**config.mk**
```make
export PLATFORM = sky130hd
export DESIGN_NAME = des_key_sched_dec
export DESIGN_NICKNAME = d
export VERILOG_FILES = /design/src/rtl/des_pkg.sv /design/src/rtl/des_pc1.sv /design/src/rtl/des_pc2.sv /design/src/rtl/des_key_sched_dec.sv
export SDC_FILE = /design/constraint.sdc
export NUM_CORES = 1
export LEC_CHECK = 0
export CORE_MARGIN = 2
export CORE_UTILIZATION = 48
export CTS_CLUSTER_DIAMETER = 50
export CTS_CLUSTER_SIZE = 40
export DETAILED_ROUTE_END_ITERATION = 7
export GPL_TIMING_DRIVEN = 0
export PLACE_DENSITY = 0.76
export SLEW_MARGIN = 20
export SYNTH_ARGS = -nofsm -noshare
export SYNTH_HDL_FRONTEND = slang
export SYNTH_SLANG_ARGS = --single-unit
```
**constraint.sdc**
```tcl
create_clock -name clk -period 3.1 [get_ports clk]
set_clock_uncertainty 0.15 [all_clocks]
set_input_delay 0.62 -clock clk [delete_from_list [all_inputs] [get_ports clk]]
set_output_delay 0.62 -clock clk [all_outputs]
set_load 0.05 [all_outputs]
```
**src/rtl/des_pkg.sv**
```systemverilog
// Shared DES key-schedule definitions: widths, PC-1 table, shift schedules, FSM states.
// Latency: n/a (declarations and pure helper functions only).
// Backpressure: n/a.
// Bit numbering is DES MSB-first: index 0 is the leftmost bit of every vector.
package des_pkg;

  localparam int KEY_W      = 64;
  localparam int CD_W       = 56;
  localparam int HALF_W     = 28;
  localparam int RK_W       = 48;
  localparam int NUM_ROUNDS = 16;

  typedef enum logic {
    ST_IDLE = 1'b0,
    ST_RUN  = 1'b1
  } sched_state_t;

  typedef logic [0:HALF_W-1] half_t;

  // PC-1 source positions, 1-based into the 64-bit key as in the DES tables.
  localparam int PC1_TBL [CD_W] = '{
    57, 49, 41, 33, 25, 17,  9,
     1, 58, 50, 42, 34, 26, 18,
    10,  2, 59, 51, 43, 35, 27,
    19, 11,  3, 60, 52, 44, 36,
    63, 55, 47, 39, 31, 23, 15,
     7, 62, 54, 46, 38, 30, 22,
    14,  6, 61, 53, 45, 37, 29,
    21, 13,  5, 28, 20, 12,  4
  };

  // Left-shift amount applied before round i+1 in encryption order.
  localparam int ENC_SHIFT [NUM_ROUNDS] = '{1, 1, 2, 2, 2, 2, 2, 2, 1, 2, 2, 2, 2, 2, 2, 1};

  // Right-shift amount applied before decryption step n (entry 0 unused: the
  // 16 encryption shifts total 28, so PC-1 output already equals C16/D16).
  localparam int DEC_SHIFT [NUM_ROUNDS] = '{0, 1, 2, 2, 2, 2, 2, 2, 1, 2, 2, 2, 2, 2, 2, 1};

  // Rotate a 28-bit half right by 1 (two=0) or 2 (two=1).
  function automatic half_t rotr(input half_t h, input logic two);
    return two ? {h[HALF_W-2:HALF_W-1], h[0:HALF_W-3]}
               : {h[HALF_W-1], h[0:HALF_W-2]};
  endfunction

  // Rotate a 28-bit half left by 1 (two=0) or 2 (two=1).
  function automatic half_t rotl(input half_t h, input logic two);
    return two ? {h[2:HALF_W-1], h[0:1]}
               : {h[1:HALF_W-1], h[0]};
  endfunction

endpackage

```
**src/rtl/des_pc1.sv**
```systemverilog
// DES Permuted Choice 1: 64-bit key to 56-bit C/D register image.
// Latency: combinational.
// Backpressure: none (pure wiring).
// Ports: key [0:63] DES key (parity bits 7,15,..,63 dropped); cd [0:55] C=[0:27], D=[28:55].
module des_pc1
  import des_pkg::*;
(
  input  logic [0:KEY_W-1] key,
  output logic [0:CD_W-1]  cd
);

  for (genvar i = 0; i < CD_W; i++) begin : g_pc1
    assign cd[i] = key[PC1_TBL[i]-1];
  end

  // Parity bits do not take part in the schedule.
  logic [7:0] unused_parity;
  for (genvar p = 0; p < 8; p++) begin : g_par
    assign unused_parity[p] = key[8*p+7];
  end

endmodule

```
**src/rtl/des_pc2.sv**
```systemverilog
// DES Permuted Choice 2: 56-bit C/D image to 48-bit round key.
// Latency: combinational.
// Backpressure: none (pure wiring).
// Ports: cd [0:55] C/D register; rk [0:47] round key.
module des_pc2
  import des_pkg::*;
(
  input  logic [0:CD_W-1] cd,
  output logic [0:RK_W-1] rk
);

  // Source positions, 1-based into the 56-bit C/D image.
  localparam int PC2_TBL [RK_W] = '{
    14, 17, 11, 24,  1,  5,
     3, 28, 15,  6, 21, 10,
    23, 19, 12,  4, 26,  8,
    16,  7, 27, 20, 13,  2,
    41, 52, 31, 37, 47, 55,
    30, 40, 51, 45, 33, 48,
    44, 49, 39, 56, 34, 53,
    46, 42, 50, 36, 29, 32
  };

  for (genvar i = 0; i < RK_W; i++) begin : g_pc2
    assign rk[i] = cd[PC2_TBL[i]-1];
  end

  // Eight C/D positions are never selected by PC-2.
  logic [7:0] unused_cd;
  assign unused_cd = {cd[8], cd[17], cd[21], cd[24], cd[34], cd[37], cd[42], cd[53]};

endmodule

```
**src/rtl/des_key_sched_dec.sv**
```systemverilog
// Sequential DES round-key generator, decryption order (K16 first, K1 last).
// Latency: key accepted at edge t -> K16 valid after edge t; one key per accepted k_ready_i.
// Backpressure: CD/step/outputs hold while k_valid_o & !k_ready_i; no new key until the sequence ends.
// Ports: clk, rst_n (async active-low); key_valid_i/key_i/key_ready_o key handshake;
//        k_valid_o/k_o/k_round_o/k_last_o/k_ready_i round-key stream;
//        enc_i (only with DES_KEY_SCHED_ENC_EN) selects encryption order when 1.
module des_key_sched_dec
  import des_pkg::*;
(
  input  logic             clk,
  input  logic             rst_n,
  input  logic             key_valid_i,
  input  logic [0:KEY_W-1] key_i,
  output logic             key_ready_o,
  output logic             k_valid_o,
  output logic [0:RK_W-1]  k_o,
  output logic [3:0]       k_round_o,
  output logic             k_last_o,
  input  logic             k_ready_i
`ifdef DES_KEY_SCHED_ENC_EN
  ,
  input  logic             enc_i
`endif
);

  sched_state_t    state;
  logic [0:CD_W-1] cd_q;
  logic [0:CD_W-1] pc1_cd;
  logic [0:CD_W-1] cd_load;
  logic [0:CD_W-1] cd_nxt;
  logic [3:0]      step_q;
  logic [3:0]      step_inc;
  half_t           c_q;
  half_t           d_q;
  logic            sh2;

  des_pc1 u_pc1 (
    .key (key_i),
    .cd  (pc1_cd)
  );

  des_pc2 u_pc2 (
    .cd  (cd_q),
    .rk  (k_o)
  );

  assign c_q      = cd_q[0:HALF_W-1];
  assign d_q      = cd_q[HALF_W:CD_W-1];
  // Wraps to 0 at step 15, where no rotation is performed.
  assign step_inc = step_q + 4'd1;

`ifdef DES_KEY_SCHED_ENC_EN
  logic enc_q;

  always_comb begin
    sh2       = 1'b0;
    cd_load   = pc1_cd;
    cd_nxt    = cd_q;
    k_round_o = 4'd15 - step_q;
    if (enc_q) begin
      sh2       = (ENC_SHIFT[step_inc] == 2);
      cd_nxt    = {rotl(c_q, sh2), rotl(d_q, sh2)};
      k_round_o = step_q;
    end else begin
      sh2    = (DEC_SHIFT[step_inc] == 2);
      cd_nxt = {rotr(c_q, sh2), rotr(d_q, sh2)};
    end
    // Encryption starts from C1/D1, one left rotation past PC-1.
    if (enc_i) begin
      cd_load = {rotl(pc1_cd[0:HALF_W-1], 1'b0), rotl(pc1_cd[HALF_W:CD_W-1], 1'b0)};
    end
  end
`else
  always_comb begin
    sh2       = (DEC_SHIFT[step_inc] == 2);
    cd_load   = pc1_cd;
    cd_nxt    = {rotr(c_q, sh2), rotr(d_q, sh2)};
    k_round_o = 4'd15 - step_q;
  end
`endif

  always_ff @(posedge clk or negedge rst_n) begin
    if (!rst_n) begin
      state  <= ST_IDLE;
      cd_q   <= '0;
      step_q <= 4'd0;
`ifdef DES_KEY_SCHED_ENC_EN
      enc_q  <= 1'b0;
`endif
    end else begin
      case (state)
        ST_IDLE: begin
          if (key_valid_i) begin
            cd_q   <= cd_load;
            step_q <= 4'd0;
`ifdef DES_KEY_SCHED_ENC_EN
            enc_q  <= enc_i;
`endif
            state  <= ST_RUN;
          end
        end
        ST_RUN: begin
          if (k_ready_i) begin
            if (step_q == 4'd15) begin
              // Step cleared so IDLE outputs match the reset view.
              step_q <= 4'd0;
              state  <= ST_IDLE;
            end else begin
              cd_q   <= cd_nxt;
              step_q <= step_inc;
            end
          end
        end
        default: state <= ST_IDLE;
      endcase
    end
  end

  assign key_ready_o = (state == ST_IDLE);
  assign k_valid_o   = (state == ST_RUN);
  assign k_last_o    = (step_q == 4'd15);

endmodule

```
==> GITHUB_STEP_SUMMARY <==
## Implementation flow summary

| Metric | Value |
|---|---|
| Number of hold-slack violations in the final timing report | 0 |
| Clock transition at the registers of the reported paths | 70 ps |
| Growth of design area from synthesis to finish | 32.7% |
| Average instance area after synthesis | 9.73 µm² |
| Total wire length | 12.7 mm |
| Via Count | 4237 |
| Crit start category | flip-flop |
| Count of inverters other than clock inverters in the layout | 6 |
| Capture instance of the worst register-to-register path | cd_q[19]$_DFFE_PN0P_ |
| Total net switching power | 0.00350 W |
| Status | finished, final reports clean |
| LEAKAGE | 2.45 nW |
| Netlist area before placement | 4600 µm² |
| Multiplexer area fraction after synthesis | 0.00217 |
| Number of rows created at floorplan | 35 |
| Share of synthesized cell area in and-or and or-and compound cells | 0.221 |
| Post-Layout Inst Area | 6110 µm² |
| Die Wd | 102 µm |
| Flip-flops | 61 |
| Fraction of power spent switching nets | 0.477 |
| Reported clock group power | 0.000685 W |
| Min cycle time layout | 2910 ps |
| Iter 0 DRT Violations | 159 |
| Tap cells | 129 |
| Met2 WL | 6.05 mm |
| Grt ovf | 0 |
| Tally of clock buffers in the finished layout | 13 |
| All-layer global routing usage | 0.257 |
| Dominant comb cell | simple AND/OR/NAND/NOR gates |
| GR Layer Usage met3 | 0.0499 |
| Detailed placer's ending HPWL | 9.12 mm |
| Portion of synthesized cell area occupied by the leading cell type | 0.332 |
| CTS tree | built |
| Flip-flop and latch count after synthesis | 61 |
| R2R depth | 9 |
| Power group with the largest share | combinational cells |
| Path type of the worst setup path | reg -> out |
| Fmax achieved | 344 MHz |
| Part of the power in the clock network | 0.093 |
| CORE AREA | 9280 µm² |
| Grt met1 use | 0.347 |
| Fillers | 798 |
| Sequential fraction of the synthesis area | 0.332 |
| Max clock buf depth | 2 |
| Via-per-instance ratio | 5.80 |
| Synthesis Warnings | 0 |
| Setup repair after global routing missed its margin | no |
| Buffering overhead | 0.291 |
| Number of global-route vias before repair | 4339 |
| Number of top-level pins | 123 |
| CP Capture Type | output pin |
| Met2 usage in global routing | 0.422 |
| Yosys Chip Area | 4600 µm² |
| Clock root buffer master | clkbuf_8 |
| Number of max-cap violations | 0 |
| Number of clock sinks | 61 |
| Post-cts gate resize count | 1 |
| Relative area of clock buffers and inverters in the final design | 0.0301 |
| WP data required | 2330 ps |
| Top cells by area | dfrtp_1 (33%), and4b_1 (12%), nor4b_1 (11%) |
| Fin nets | 672 |
| Number of antenna violations at the first check in global routing | 0 |
| Global-route wire length before repair | 21.5 mm |
| Sequential logic power | 0.00150 W |
| Slew at the pin closest to its max-slew limit | 576 ps |
| Die Outline Area | 10400 µm² |
| Total power | 0.00733 W |
| Max-slew violation count | 0 |
| Die height | 102 µm |
| Synth Flop Type | dfrtp_1 |
| Setup slack of the worst register-to-register path | 440 ps |
| Simple-gate portion of the synthesized area | 0.289 |
| Number of failing setup endpoints in the final timing report | 0 |
| Data arrival at the endpoint of the critical path | 2140 ps |
| Fraction of power consumed by sequential logic | 0.205 |
| Uppermost signal routing layer after detailed routing | met4 |
[cell usage in the layout (no fill, tap or decap)]
| cell | Yosys | routed |
|---|---|---|
| a211oi_2 | 16 | 16 |
| a2bb2oi_4 | 1 | 1 |
| buf_12 | 0 | 1 |
| xnor2_1 | 1 | 1 |
| clkinv_2 | 0 | 1 |
| a2111oi_0 | 1 | 1 |
| o21ai_0 | 5 | 5 |
| inv_2 | 1 | 1 |
| buf_2 | 8 | 8 |
| a21oi_1 | 3 | 3 |
| buf_4 | 51 | 52 |
| dlygate4sd2_1 | 0 | 1 |
| o21bai_1 | 57 | 57 |
| xor2_1 | 1 | 1 |
| clkdlybuf4s50_1 | 0 | 111 |
| dfrtp_1 | 61 | 61 |
| buf_6 | 9 | 9 |
| nand2b_1 | 1 | 1 |
| nand2_1 | 59 | 59 |
| nand3_1 | 3 | 3 |
| nor4b_2 | 1 | 1 |
| ha_1 | 5 | 5 |
| and3_1 | 1 | 1 |
| inv_1 | 5 | 5 |
| nor4b_1 | 56 | 56 |
| nor2_1 | 1 | 1 |
| clkbuf_1 | 25 | 25 |
| nor3_1 | 2 | 2 |
| o31ai_1 | 1 | 1 |
| a31oi_1 | 1 | 1 |
| a211oi_1 | 40 | 40 |
| mux2i_1 | 1 | 1 |
| clkbuf_8 | 0 | 13 |
| and4b_1 | 56 | 56 |
| dlymetal6s2s_1 | 0 | 1 |
[critical path, stage by stage (launching register included)]
cell and delay [ps]:
dfrtp_1 370, buf_2 210, inv_2 200, clkbuf_1 410, dlygate4sd2_1 590
[through the flow]
step	setup TNS, ps	hold WS (ps)	utilization	worst slack, ps
after floorplan	0	174	-	699
after global placement	-53350	352	0.636	-878
after detailed placement	0	358	0.638	263
after CTS	0	58.0	0.658	70.5
after global routing	0	77.0	0.658	72.6
final	0	54.2	0.658	191
power_grid.png
Scale bar: 20 µm. Pins as bars on the die edge.
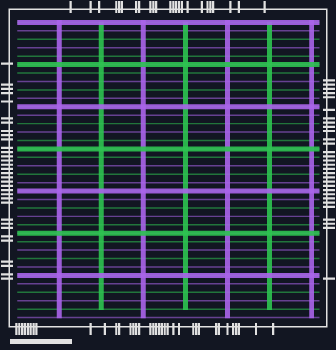
Key: VDD = green; VSS = purple
7 straps on met4. 123 signal pins sit on the boundary.

placement_by_type.png
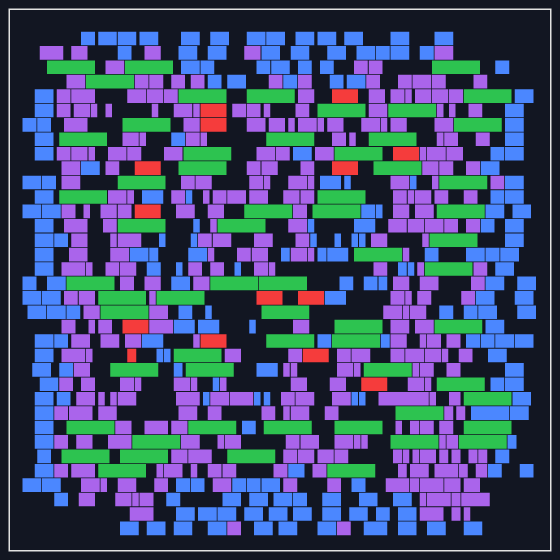
Key: clock drivers and dummy loads = red [cells 14]; other buffers and delay cells = blue [cells 208]; flops = green [cells 61]; combinational and other logic = purple [cells 319]

Power figures rest on the tool's default switching activity, not on a simulated workload.
